**Run 1: register map, names as in the netlist**

The bar under the picture is 20 um long. Other sequential cells in the stronger grey, the rest of the logic in the fainter grey.
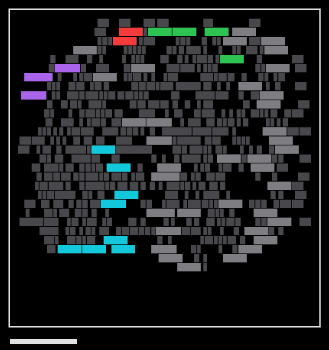
**Run 1: cell sizes after repair**

The bar under the picture is 20 um long.
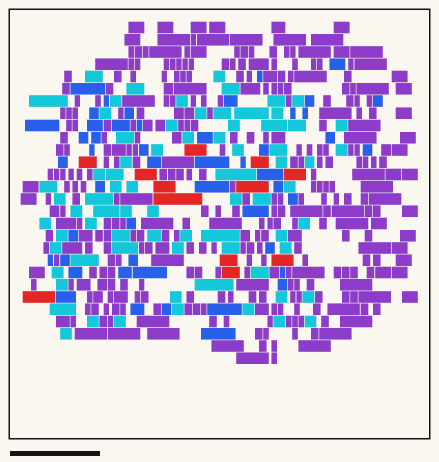
**Run 1: clock routing**

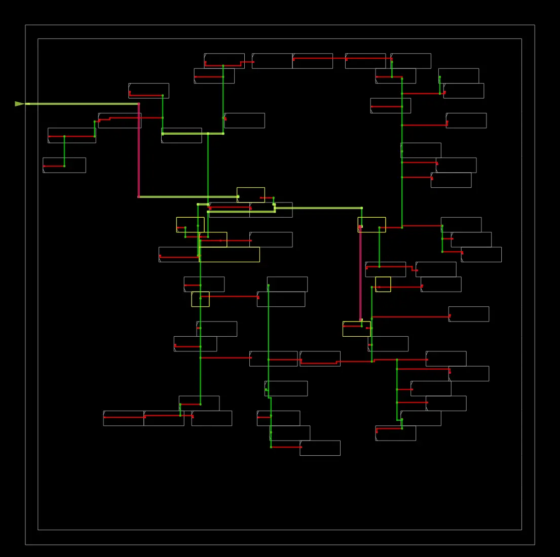
--- config.mk ---
export PLATFORM = sky130hd
export DESIGN_NAME = delay_cal_ctrl
export DESIGN_NICKNAME = d
export VERILOG_FILES = /design/src/rtl/delay_cal_ctrl.sv
export SDC_FILE = /design/constraint.sdc
export NUM_CORES = 1
export LEC_CHECK = 0
export ABC_AREA = 1
export ABC_CLOCK_PERIOD_IN_PS = 1700
export CELL_PAD_IN_SITES_DETAIL_PLACEMENT = 0
export CELL_PAD_IN_SITES_GLOBAL_PLACEMENT = 1
export CORE_AREA = 2 2 91 93
export CTS_BUF_LIST = sky130_fd_sc_hd__clkbuf_4 sky130_fd_sc_hd__clkbuf_8 sky130_fd_sc_hd__clkbuf_16
export DETAILED_ROUTE_END_ITERATION = 8
export DIE_AREA = 0 0 93 95
export GPL_TIMING_DRIVEN = 1
export PLACE_DENSITY = 0.83
export SLEW_MARGIN = 10
export SYNTH_ARGS = -nofsm -noshare
export SYNTH_HDL_FRONTEND = slang
export SYNTH_SLANG_ARGS = --single-unit
--- constraint.sdc ---
create_clock -name clk -period 1.7 [get_ports clk]
set_input_delay 0.255 -clock clk [delete_from_list [all_inputs] [get_ports clk]]
set_output_delay 0.255 -clock clk [all_outputs]
set_load 0.03 [all_outputs]
--- src/rtl/delay_cal_ctrl.sv ---
// Calibration controller for a programmable tap delay line: measures marker
// skew NMEAS times, removes the line's fixed latency and writes the tap once.
module delay_cal_ctrl #(
   parameter int MAX_DLY = 20,
   parameter int OFFSET  = 2,
   parameter int NMEAS   = 4,
   parameter int TIMEOUT = 255
) (
   input  logic       clk,
   input  logic       rst,
   input  logic       start,
   input  logic       mark_fast,
   input  logic       mark_ref,
   output logic       wr_comm,
   output logic [7:0] upr,
   output logic [7:0] skew,
   output logic       busy,
   output logic       done,
   output logic       err,
   output logic [1:0] err_code
);

   typedef enum logic [2:0] {
      S_IDLE,
      S_WAIT_FAST,
      S_COUNT,
      S_CHECK,
      S_WRITE,
      S_DONE,
      S_ERR
   } state_t;

   localparam logic [7:0] TO     = 8'(TIMEOUT);
   localparam logic [7:0] OFF    = 8'(OFFSET);
   localparam logic [7:0] MAXTAP = 8'(MAX_DLY - 1);
   localparam logic [3:0] NM     = 4'(NMEAS);

   state_t     state_q, state_d;
   logic [7:0] cnt_q, cnt_d;
   logic [3:0] meas_idx_q, meas_idx_d;
   logic [7:0] ref_skew_q, ref_skew_d;
   logic [7:0] skew_m_q, skew_m_d;
   logic [7:0] skew_q, skew_d;
   logic [7:0] upr_q, upr_d;
   logic       wr_comm_q, wr_comm_d;
   logic       busy_q, busy_d;
   logic       done_q, done_d;
   logic       err_q, err_d;
   logic [1:0] err_code_q, err_code_d;
   logic [3:0] meas_next;

   always_comb begin
      state_d    = state_q;
      cnt_d      = cnt_q;
      meas_idx_d = meas_idx_q;
      ref_skew_d = ref_skew_q;
      skew_m_d   = skew_m_q;
      skew_d     = skew_q;
      upr_d      = upr_q;
      wr_comm_d  = 1'b0;
      busy_d     = busy_q;
      done_d     = done_q;
      err_d      = err_q;
      err_code_d = err_code_q;
      meas_next  = meas_idx_q + 4'd1;
      unique case (state_q)
         S_IDLE, S_DONE, S_ERR: begin
            if (start) begin
               done_d     = 1'b0;
               err_d      = 1'b0;
               err_code_d = 2'd0;
               meas_idx_d = 4'd0;
               cnt_d      = 8'd0;
               busy_d     = 1'b1;
               state_d    = S_WAIT_FAST;
            end
         end
         S_WAIT_FAST: begin
            if (mark_fast && mark_ref) begin
               skew_m_d = 8'd0;
               state_d  = S_CHECK;
            end else if (mark_fast) begin
               cnt_d   = 8'd1;
               state_d = S_COUNT;
            end else if (cnt_q >= TO - 8'd1) begin
               cnt_d      = TO;
               err_d      = 1'b1;
               err_code_d = 2'd1;
               busy_d     = 1'b0;
               state_d    = S_ERR;
            end else begin
               cnt_d = cnt_q + 8'd1;
            end
         end
         S_COUNT: begin
            if (mark_ref) begin
               skew_m_d = cnt_q;
               state_d  = S_CHECK;
            end else if (cnt_q >= TO) begin
               err_d      = 1'b1;
               err_code_d = 2'd1;
               busy_d     = 1'b0;
               state_d    = S_ERR;
            end else begin
               cnt_d = cnt_q + 8'd1;
            end
         end
         S_CHECK: begin
            if (meas_idx_q != 4'd0 && skew_m_q != ref_skew_q) begin
               err_d      = 1'b1;
               err_code_d = 2'd2;
               busy_d     = 1'b0;
               state_d    = S_ERR;
            end else begin
               if (meas_idx_q == 4'd0) ref_skew_d = skew_m_q;
               meas_idx_d = meas_next;
               skew_d     = skew_m_q;
               if (meas_next < NM) begin
                  cnt_d   = 8'd0;
                  state_d = S_WAIT_FAST;
               end else if (skew_m_q < OFF || skew_m_q - OFF > MAXTAP) begin
                  err_d      = 1'b1;
                  err_code_d = 2'd3;
                  busy_d     = 1'b0;
                  state_d    = S_ERR;
               end else begin
                  // tap and strobe land together in the WRITE cycle
                  upr_d     = skew_m_q - OFF;
                  wr_comm_d = 1'b1;
                  state_d   = S_WRITE;
               end
            end
         end
         S_WRITE: begin
            done_d  = 1'b1;
            busy_d  = 1'b0;
            state_d = S_DONE;
         end
         default: state_d = S_IDLE;
      endcase
   end

   always_ff @(posedge clk) begin
      if (rst) begin
         state_q    <= S_IDLE;
         cnt_q      <= 8'd0;
         meas_idx_q <= 4'd0;
         ref_skew_q <= 8'd0;
         skew_m_q   <= 8'd0;
         skew_q     <= 8'd0;
         upr_q      <= 8'd0;
         wr_comm_q  <= 1'b0;
         busy_q     <= 1'b0;
         done_q     <= 1'b0;
         err_q      <= 1'b0;
         err_code_q <= 2'd0;
      end else begin
         state_q    <= state_d;
         cnt_q      <= cnt_d;
         meas_idx_q <= meas_idx_d;
         ref_skew_q <= ref_skew_d;
         skew_m_q   <= skew_m_d;
         skew_q     <= skew_d;
         upr_q      <= upr_d;
         wr_comm_q  <= wr_comm_d;
         busy_q     <= busy_d;
         done_q     <= done_d;
         err_q      <= err_d;
         err_code_q <= err_code_d;
      end
   end

   assign wr_comm  = wr_comm_q;
   assign upr      = upr_q;
   assign skew     = skew_q;
   assign busy     = busy_q;
   assign done     = done_q;
   assign err      = err_q;
   assign err_code = err_code_q;

endmodule

==> results_dict.tcl, run 1 <==
# place-and-route summary
set metrics [dict create \
    yosys-stat-area_sq_um 2860 \
    worstSetupStartpointType "flop" \
    synth_top_flop_cell "dfxtp_1" \
    area_leaders "dfxtp_1 37%, nand2_1 11%, a21oi_1 7.5%" \
    post_synth_edffs 0 \
    totalWireLength_mm 7.09 \
    fin_util_pct 49.3 \
    synthDominantAreaCellType "dfxtp_1" \
    power_leakage_nw 1.65 \
    wl_met1_mm 3.37 \
    synth.yosys.warnings 0 \
    dpl.hpwl_mm 4.95 \
    area_growth_pct 36.9 \
    criticalPathCategory "reg -> reg" \
    hold_path_startpoint "upr[5]" \
    num_rows 33 \
    initial_core_util_pct 36.0 \
    post_drt_via_cell_ratio 4.85 \
    io_buffers 26 \
    max-clock-path-buffers 2 \
    synthesis.instances 404 \
    ys_async_sr_fraction_pct 0 \
    critPathArrivalTime_ns 1.89 \
    hold_ws_ns 0.452 \
    timing.reg2reg.setup_slack_ns 0.02 \
    max_slew.worst_pin.slew_ns 0.348 \
    routed-wl-met2_mm 3.36 \
    layout.cells.non_filler 586 \
    timing_max_transition_violations_final 0 \
    outcome "completed" \
    post_syn_nets 414 \
    clock_insertion_delay_worst_skew_ns 0.31 \
    wl_met3_um 285 \
    num_vias 2841 \
    mapped_cell_area_sq_um 2860 \
    hold-path-endpoint "upr[5]" \
    setup_repair_after_global_routing_missed_its_margin "yes" \
    post_cts_hold_buffer_count 0 \
    ys_cells 404 \
    worst_ep_required_time_ns 1.91 \
    finalSetupViolations 0 \
    route.detailed.wl_per_inst_um 12.1 \
    antenna_cells_inserted 0 \
]
## Picture notes: 'register map, names as in the netlist'
| netlist name | colour | flops |
|---|---|---|
| err_code | red | 2 |
| meas_idx_q | green | 4 |
| cnt_q | cyan | 8 |
| state_q | purple | 3 |
not coloured: 36

## Picture notes: 'cell sizes after repair'
| size | colour | cells | share |
|---|---|---|---|
| x2 | blue | 49 | 10% |
| x1 and smaller | purple | 346 | 72% |
| x3 and x4 | cyan | 74 | 15% |
| x6 and larger | red | 12 | 2.5% |

## Picture notes: 'clock routing'
clock-net power: 0.000878 W
setup skew after layout: 0.0146 ns
cts bufs inserted: 5
number of sequential storage elements: 53
Clock Buffer Count: 6

## run 1: stage by stage
stage	total power (W)	instance area, sq um
final	0.00454	3910
after global routing	0.00488	3910
after CTS	0.00422	3620
after detailed placement	0.00334	3470
after global placement	0.00332	3470
after floorplan	0.00281	2860
## run 1: report_power, final
group          switching, W  leakage (nW)  internal (W)
Combinational       0.00132          1.15      0.000822
Clock              0.000419        0.0588      0.000459
Sequential         0.000126         0.435       0.00140
## run 1: logic make-up (layout without fill, tap and decap cells)
family          Yosys count  count (layout)  share of synthesized area (%)
buf+inv                  66             140                           9.55
compound gates           81              82                           15.7
flops                    53              53                           37.1
simple gates            188             190                           32.1
xor+xnor                 11              11                           3.37
fa+ha+maj                 5               5                           2.19
## run 1: worst max-delay path, stage by stage (launching register included)
cell,delay (ns)
dfxtp_4,0.37
buf_12,0.13
nor2_4,0.13
nand2_1,0.06
nand2_1,0.06
nand2_2,0.07
a21oi_4,0.20
nand4_4,0.19
buf_4,0.18
nand4_1,0.07
nand2_1,0.06
inv_1,0.05
nor2_1,0.03
## run 1: per-layer routing
layer  up-vias  track usage [%]
met5         -                0
met4         0             3.31
met3         8             2.39
met2        67             27.9
met1      1294             21.6
li1       1472                -
## run 1: layout make-up
cell class	instances	area, sq um
Inverter	54	205
Multi-Input combinational cell	288	1690
Timing Repair Buffer	78	691
Clock buffer	6	76.3
Sequential cell	53	1080
Tap cell	105	131
Fill cell	780	4020
Clock inverter	2	38.8
## run 1: cells in the mapped netlist (3+ instances only)
library cell and number:
inv_1 47, ha_1 5, nand4_1 9, nor2_4 5, nor2_2 3, nand2_4 3, nand3_2 3, a21oi_1 43
clkbuf_1 5, xnor2_1 6, o21ai_0 28, nand2_2 5, inv_2 7, dfxtp_1 53, nand3_1 34, nor2_1 34
nand2_1 86, xor2_1 5
## run 1: registers in the layout (all words and copies together) (netlist names)
name,cells
busy,1
cnt_q,8
done,1
err,1
err_code,2
meas_idx_q,4
ref_skew_q,8
skew,8
skew_m_q,8
state_q,3
upr,8
wr_comm,1
## run 1: cell usage in the layout (no fill, tap or decap), types with 7 or more instances in the layout
| master | Yosys | layout |
|---|---|---|
| nand2_1 | 86 | 76 |
| buf_4 | 2 | 46 |
| inv_1 | 47 | 44 |
| dfxtp_1 | 53 | 43 |
| a21oi_1 | 43 | 40 |
| nand3_1 | 34 | 32 |
| nor2_1 | 34 | 29 |
| clkdlybuf4s50_1 | 0 | 26 |
| o21ai_0 | 28 | 25 |
| nand2_2 | 5 | 15 |
| inv_2 | 7 | 9 |
| nor2_4 | 5 | 9 |
| nand4_1 | 9 | 9 |
| dfxtp_2 | 0 | 7 |
## run 1: what timing repair did
action | CTS | global route
resized | 6 | 51
endpoints found under the setup margin | 6 | 36
pin swaps | 4 | 16
gates cloned | 0 | 3
setup buffers | 3 | 12
## run 1: worst max path at each step
| stage | startpoint | end | cells after the start |
|---|---|---|---|
| floorplan | skew_m_q[2] | upr[1] | 10 |
| global placement | cnt_q[0] | err_code[1] | 12 |
| detailed placement | mark_fast | busy | 11 |
| CTS | skew_m_q[1] | cnt_q[0] | 13 |
| global route | cnt_q[0] | err_code[0] | 12 |
| finish | skew_m_q[3] | busy | 12 |
==> inputs of run 2 (changes only) <==
CORE_AREA = 2 2 101 103   (was 2 2 91 93)
DIE_AREA = 0 0 103 105   (was 0 0 93 95)
PLACE_DENSITY = 0.71   (was 0.83)
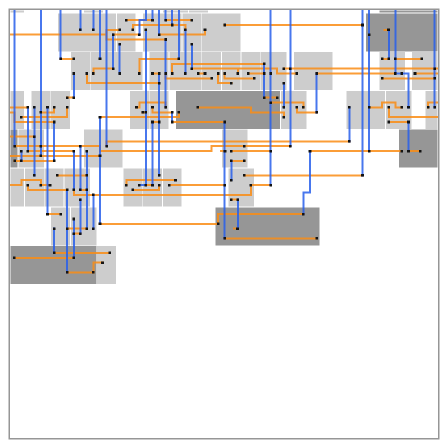
**Above:** run 2 (zoomed window).
Window x 62 to 92, y 11 to 41 um. Cells in grey, sequential cells in the stronger grey; small squares are vias.
| layer | colour |
|---|---|
| M2 | blue |
| M1 | orange |
cells with their middle in the window: 40
netlist names of flops here include: ref_skew_q (3), skew (1)
sequential cells in the window: 4
most frequent: nand2_1 (10)

==> run 2 against run 1 <==
  * Global-route usage shrank 2.2 points
  * Sequential cell count unchanged
  * Power fell by 3.2%
  * Final cell count is 5.5% higher
  * Critical endpoint is now upr[0]
==> results_dict.tcl, run 2 <==
# place-and-route summary
set metrics [dict create \
    worstSetupStartpointType "flop" \
    post_synth_most_frequent_cells "86 x nand2_1, 53 x dfxtp_1, 47 x inv_1" \
    timing.reg2reg.setup_slack_ns 0.009 \
    synth_top_flop_cell "dfxtp_1" \
    route.detailed.wl_per_inst_um 12.3 \
    cts_made_buffers 5 \
    drtPass1Iterations 4 \
    post_syn_nets 414 \
    synthDominantAreaCellType "dfxtp_1" \
    area_growth_pct 39.5 \
    ys_cells 404 \
    criticalPathCategory "reg -> reg" \
    ys_async_sr_fraction_pct 0 \
    path_cells "buf_4 > nor2_4 > nand2_1 > nand2_1 > nand2_2 > a21oi_4 > nand4_4 > nor2_4 > or2_4 > inv_2 > nor2_2" \
    internal-power_w 0.00248 \
    timing_max_transition_violations_final 0 \
    yosys-stat-area_sq_um 2860 \
    initial_core_util_pct 29.6 \
    post_synth_edffs 0 \
    antenna_cells_inserted 0 \
    finalSetupViolations 0 \
    critPathSlowestCell "dfxtp_1" \
    post-synth-top-count-cell "nand2_1" \
    num_vias 2829 \
    clkPwrFrac_pct 17.5 \
    power_frac_comb_pct 47.8 \
    max_slew.worst_pin.slew_ns 0.330 \
    outcome "completed" \
    crit_path_max_incr_delay_ns 0.32 \
    area_leaders "dfxtp_1 37%, nand2_1 11%, a21oi_1 7.5%" \
    power.share.switching_pct 43.6 \
    fin_util_pct 41.3 \
    worst_ep_required_time_ns 1.98 \
    power_frac_seq_pct 34.6 \
    net-switching-power_w 0.00191 \
    setup_repair_after_global_routing_missed_its_margin "yes" \
    max-clock-path-buffers 2 \
    io_buffers 26 \
    layout_top_cells_excl_fill_tap "78 x nand2_1, 45 x buf_4, 43 x inv_1, 42 x a21oi_1, 42 x dfxtp_1" \
    post_drt_via_cell_ratio 4.58 \
    totalWireLength_mm 7.60 \
    most_frequently_placed_logic_cell_in_the_final_layout "nand2_1" \
]
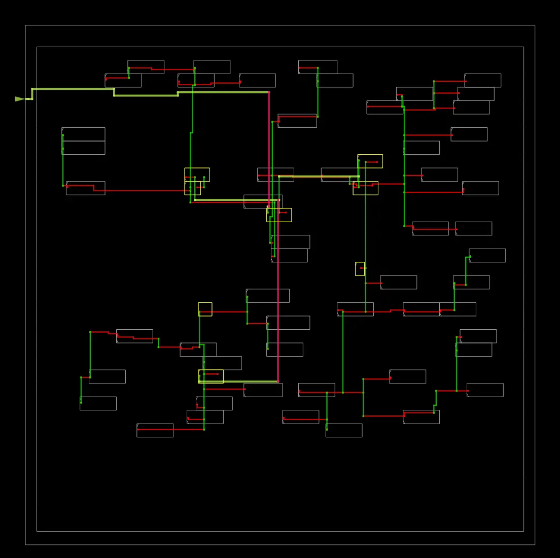
**Above:** run 2 (clock routing).
Late-Pin Clk Latency: 0.32 ns
Clock Buffer Count: 5
setup skew after layout: 0.0105 ns
count of clock tree sinks: 53
clock-net power: 0.000771 W

[run 2: worst max-delay path, delay by kind of cell (launching register included)]
family | cells | cell delay (ns)
buffers and inverters | 2 | 0.18
DFF | 1 | 0.32
and+or+nand+nor | 8 | 0.95
AOI/OAI and AO/OA | 1 | 0.21
[run 2: cells by family after synthesis]
family / after synthesis / share of synthesized area, %
adder cells (fa/ha/maj): 5 / 2.19
AND-OR/OR-AND: 81 / 15.7
AND/OR/NAND/NOR: 188 / 32.1
XOR/XNOR: 11 / 3.37
flip-flops: 53 / 37.1
buffers and inverters: 66 / 9.55
[run 2: power groups by stage]
stage / registers, W / clock network [W] / logic [W]
final: 0.00152 / 0.000771 / 0.00210
after global routing: 0.00154 / 0.000842 / 0.00236
after floorplan: 0.00163 / 0 / 0.00118
after detailed placement: 0.00153 / 0 / 0.00183
after CTS: 0.00150 / 0.000787 / 0.00185
after global placement: 0.00152 / 0 / 0.00182
[run 2: repair_timing]
item                       4_1_cts  5_1_grt
buffers inserted                 0       11
pin swaps                        3       12
gates cloned                     0        4
resized                          8       70
hold buffers                     0        0
setup endpoints to repair       15       36
[run 2: path summary, 6_finish.rpt]
kind	from	to
worst max-delay path	skew_m_q[2]	upr[0]
worst min-delay path	err	err
worst max register to register	skew_m_q[2]	upr[0]
worst min register to register	err	err
[run 2: per-stage QoR]
step	cells	cell area (sq um)	hold WS, ns	total power, W	setup WS [ns]
6_report	618	3990	0.451	0.00440	0.00873
5_1_grt	618	3990	0.484	0.00474	-0.127
4_1_cts	603	3680	0.451	0.00413	0.00586
3_5_place_dp	595	3560	0.435	0.00336	-0.0643
3_3_place_gp	595	3560	0.436	0.00334	-0.00261
2_1_floorplan	404	2860	0.324	0.00281	0.00831
[run 2: cell type report]
class	instances	area, sq um
clock inverter	3	21.3
timing repair buffer	81	719
clock buffer	5	68.8
inverter	54	208
tap	133	166
sequential	53	1080
fill	1044	5650
multi-input combinational	288	1710
timing repair inverter	1	6.26
[run 2: per-layer routing]
layer	part of all wire, %	global-route usage, %	vias up
li1	-	-	1485
met4	0.97	4.70	0
met2	47	21.8	46
met1	49	19.3	1292
met5	0	0	-
met3	2.8	2.61	6
==> inputs of run 3 (changes only) <==
--- a/config.mk
+++ b/config.mk
@@ -17,3 +17,4 @@
 export PLACE_DENSITY = 0.71
-export SLEW_MARGIN = 10
+export SKIP_LAST_GASP = 1
+export SLEW_MARGIN = 20
 export SYNTH_ARGS = -nofsm -noshare
==> constraint.sdc (replaced) <==
create_clock -name clk -period 1.7 [get_ports clk]
set_input_delay 0.17 -clock clk [delete_from_list [all_inputs] [get_ports clk]]
set_output_delay 0.17 -clock clk [all_outputs]
set_load 0.03 [all_outputs]
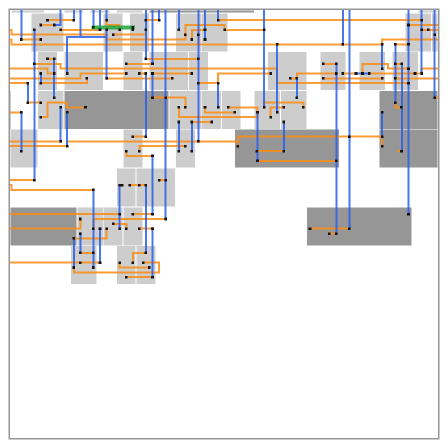
**Above:** run 3 (zoomed window).
Window x 62 to 92, y 11 to 41 um. Cells in grey, sequential cells in the stronger grey; small squares are vias.
| layer | colour |
|---|---|
| M1 | orange |
| M3 | green |
| M2 | blue |
most frequent: nand2_1 (9), a21oi_1 (7), dfxtp_1 (6)
netlist names of flops here include: skew (3), ref_skew_q (2)
sequential cells in the window: 6
cells with their middle in the window: 38

==> run 3 against run 2 <==
  * The run now ends with negative setup slack left
  * Via count down 3.9%
  * Clock skew about the same
  * Non-clock buffer count down 5
  * Critical endpoint is now err_code[0]
==> results_dict.tcl, run 3 <==
# place-and-route summary
set metrics [dict create \
    route.detailed.wl_per_inst_um 11.5 \
    post_synth_edffs 0 \
    simple_gate_area_share_pct 32.1 \
    max_slew.worst_pin.slew_ns 0.450 \
    synthDominantAreaCellType "dfxtp_1" \
    failed_checks "negative setup slack" \
    internal-power_w 0.00265 \
    num_rows 36 \
    initial_core_util_pct 29.6 \
    synthesis.instances 404 \
    post_cts_hold_buffer_count 0 \
    power_frac_comb_pct 45.9 \
    post-route-worst-setup-slack_ns -0.00347 \
    clkPwrFrac_pct 19.9 \
    cts_made_buffers 5 \
    ys_sh_aoi_pct 15.7 \
    synth.comb.largest_family "simple AND/OR/NAND/NOR gates" \
    power.share.switching_pct 40.4 \
    finalSetupViolations 1 \
    worstSetupStartpointType "flop" \
    final_antenna_net_count 0 \
    ys_async_sr_fraction_pct 0 \
    criticalPathCategory "reg -> reg" \
    max-clock-path-buffers 2 \
    pre_cts_slack_ns -0.0484 \
    most_frequently_placed_logic_cell_in_the_final_layout "nand2_1" \
    area_leaders "dfxtp_1 37%, nand2_1 11%, a21oi_1 7.5%" \
    clock_insertion_delay_worst_skew_ns 0.30 \
    totalWireLength_mm 7.03 \
    yosys.area_share.adder_pct 2.19 \
    finalClockSkew_ns 0.0105 \
    outcome "finished, violations left" \
    grtUsageMet3_pct 2.21 \
    ys_sh_xor_pct 3.37 \
    power_leakage_nw 1.67 \
    power_frac_seq_pct 34.2 \
    mux_share_pct 0 \
    power.total_w 0.00444 \
    post_synth_most_frequent_cells "86 x nand2_1, 53 x dfxtp_1, 47 x inv_1" \
    timing_max_transition_violations_final 0 \
    synth.yosys.warnings 0 \
    area_growth_pct 35.9 \
    post-synth-top-count-cell "nand2_1" \
    layout_top_cells_excl_fill_tap "78 x nand2_1, 46 x dfxtp_1, 46 x buf_4, 44 x inv_1, 43 x a21oi_1" \
    use_met1_pct 19.4 \
    drive_above_1_share_pct 26.7 \
    critPathArrivalTime_ns 1.91 \
    mapped_cell_area_sq_um 2860 \
    worst_ep_required_time_ns 1.90 \
    yosys-stat-area_sq_um 2860 \
]
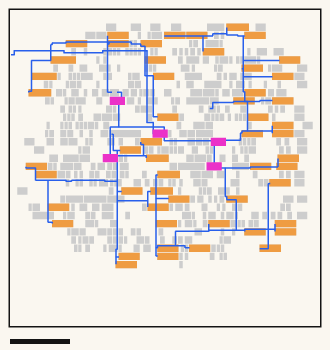
**Above:** run 3 (clock network drawn from the DEF).
The bar under the picture is 20 um long.
[clock-net drivers] magenta | count: 5
[flip-flops] orange | count: 53
[clock wires] blue | length: 689 um
flops lie: spread over the die

run 3: cell count changes in the layout (fill, tap and decap cells not counted), sizes merged:
cell,before,now
buf,55,50
bufinv,0,1
inv,55,53
nand2,96,94
clkbuf,5,6
a21oi,46,45
clkinvlp,1,0
run 3: layer usage:
metal / vias up / part of all wire (%)
met5: - / 0
met4: 0 / 0.33
met3: 2 / 2.0
met2: 26 / 46
met1: 1238 / 51
li1: 1453 / -
run 3: worst paths after layout:
kind         slack, ns     endpoint        start
max             -0.003  err_code[0]  skew_m_q[1]
min               0.45       upr[6]       upr[6]
max reg2reg     -0.003  err_code[0]  skew_m_q[1]
min reg2reg       0.45       upr[6]       upr[6]
run 3: metrics by stage:
| step | std cells | cell area [sq um] | setup TNS (ns) | util, % | hold WS (ns) |
|---|---|---|---|---|---|
| 2_1_floorplan | 404 | 2860 | 0 | - | 0.239 |
| 3_3_place_gp | 600 | 3600 | 0 | 37.3 | 0.438 |
| 3_5_place_dp | 600 | 3600 | -0.0623 | 37.3 | 0.448 |
| 4_1_cts | 608 | 3750 | 0 | 38.9 | 0.463 |
| 5_1_grt | 609 | 3880 | -1.01 | 40.3 | 0.476 |
| 6_report | 609 | 3880 | -0.00347 | 40.3 | 0.451 |
run 3: cell families after synthesis:
kind of cell | Yosys count
flip-flops | 53
adder cells (fa/ha/maj) | 5
AND-OR/OR-AND | 81
buffers and inverters | 66
XOR/XNOR | 11
AND/OR/NAND/NOR | 188
run 3: cell type report:
cell class,count,area (sq um)
Fill cell,1024,5760
Multi-Input combinational cell,285,1660
Sequential cell,53,1070
Timing Repair Buffer,76,659
Inverter,54,210
Tap cell,133,166
Clock buffer,6,76.3
Clock inverter,2,38.8
run 3: power by group through the flow:
stage	combinational [W]	clock, W	sequential [W]
final	0.00204	0.000883	0.00152
after global placement	0.00190	0	0.00152
after detailed placement	0.00192	0	0.00153
after floorplan	0.00118	0	0.00163
after global routing	0.00230	0.000962	0.00155
after CTS	0.00193	0.000924	0.00150
run 3: repair_timing:
| item | CTS | global route |
|---|---|---|
| endpoints found under the setup margin | 12 | 41 |
| resized | 12 | 38 |
| cloned | 0 | 0 |
| pin swaps | 4 | 19 |
| buffers inserted | 0 | 1 |
run 3: worst max-delay path, cell delays in order, from the launching register on:
cell and delay [ns]:
dfxtp_2 0.35, inv_4 0.07, ha_4 0.16, buf_6 0.11, nand3_2 0.07, nand2_2 0.08
nand2_2 0.06, nor2_4 0.16, nand4_4 0.19, nand4_1 0.20, nand2_1 0.07, inv_1 0.05
nor2_1 0.03
Power is estimated from default activity; no workload was simulated.
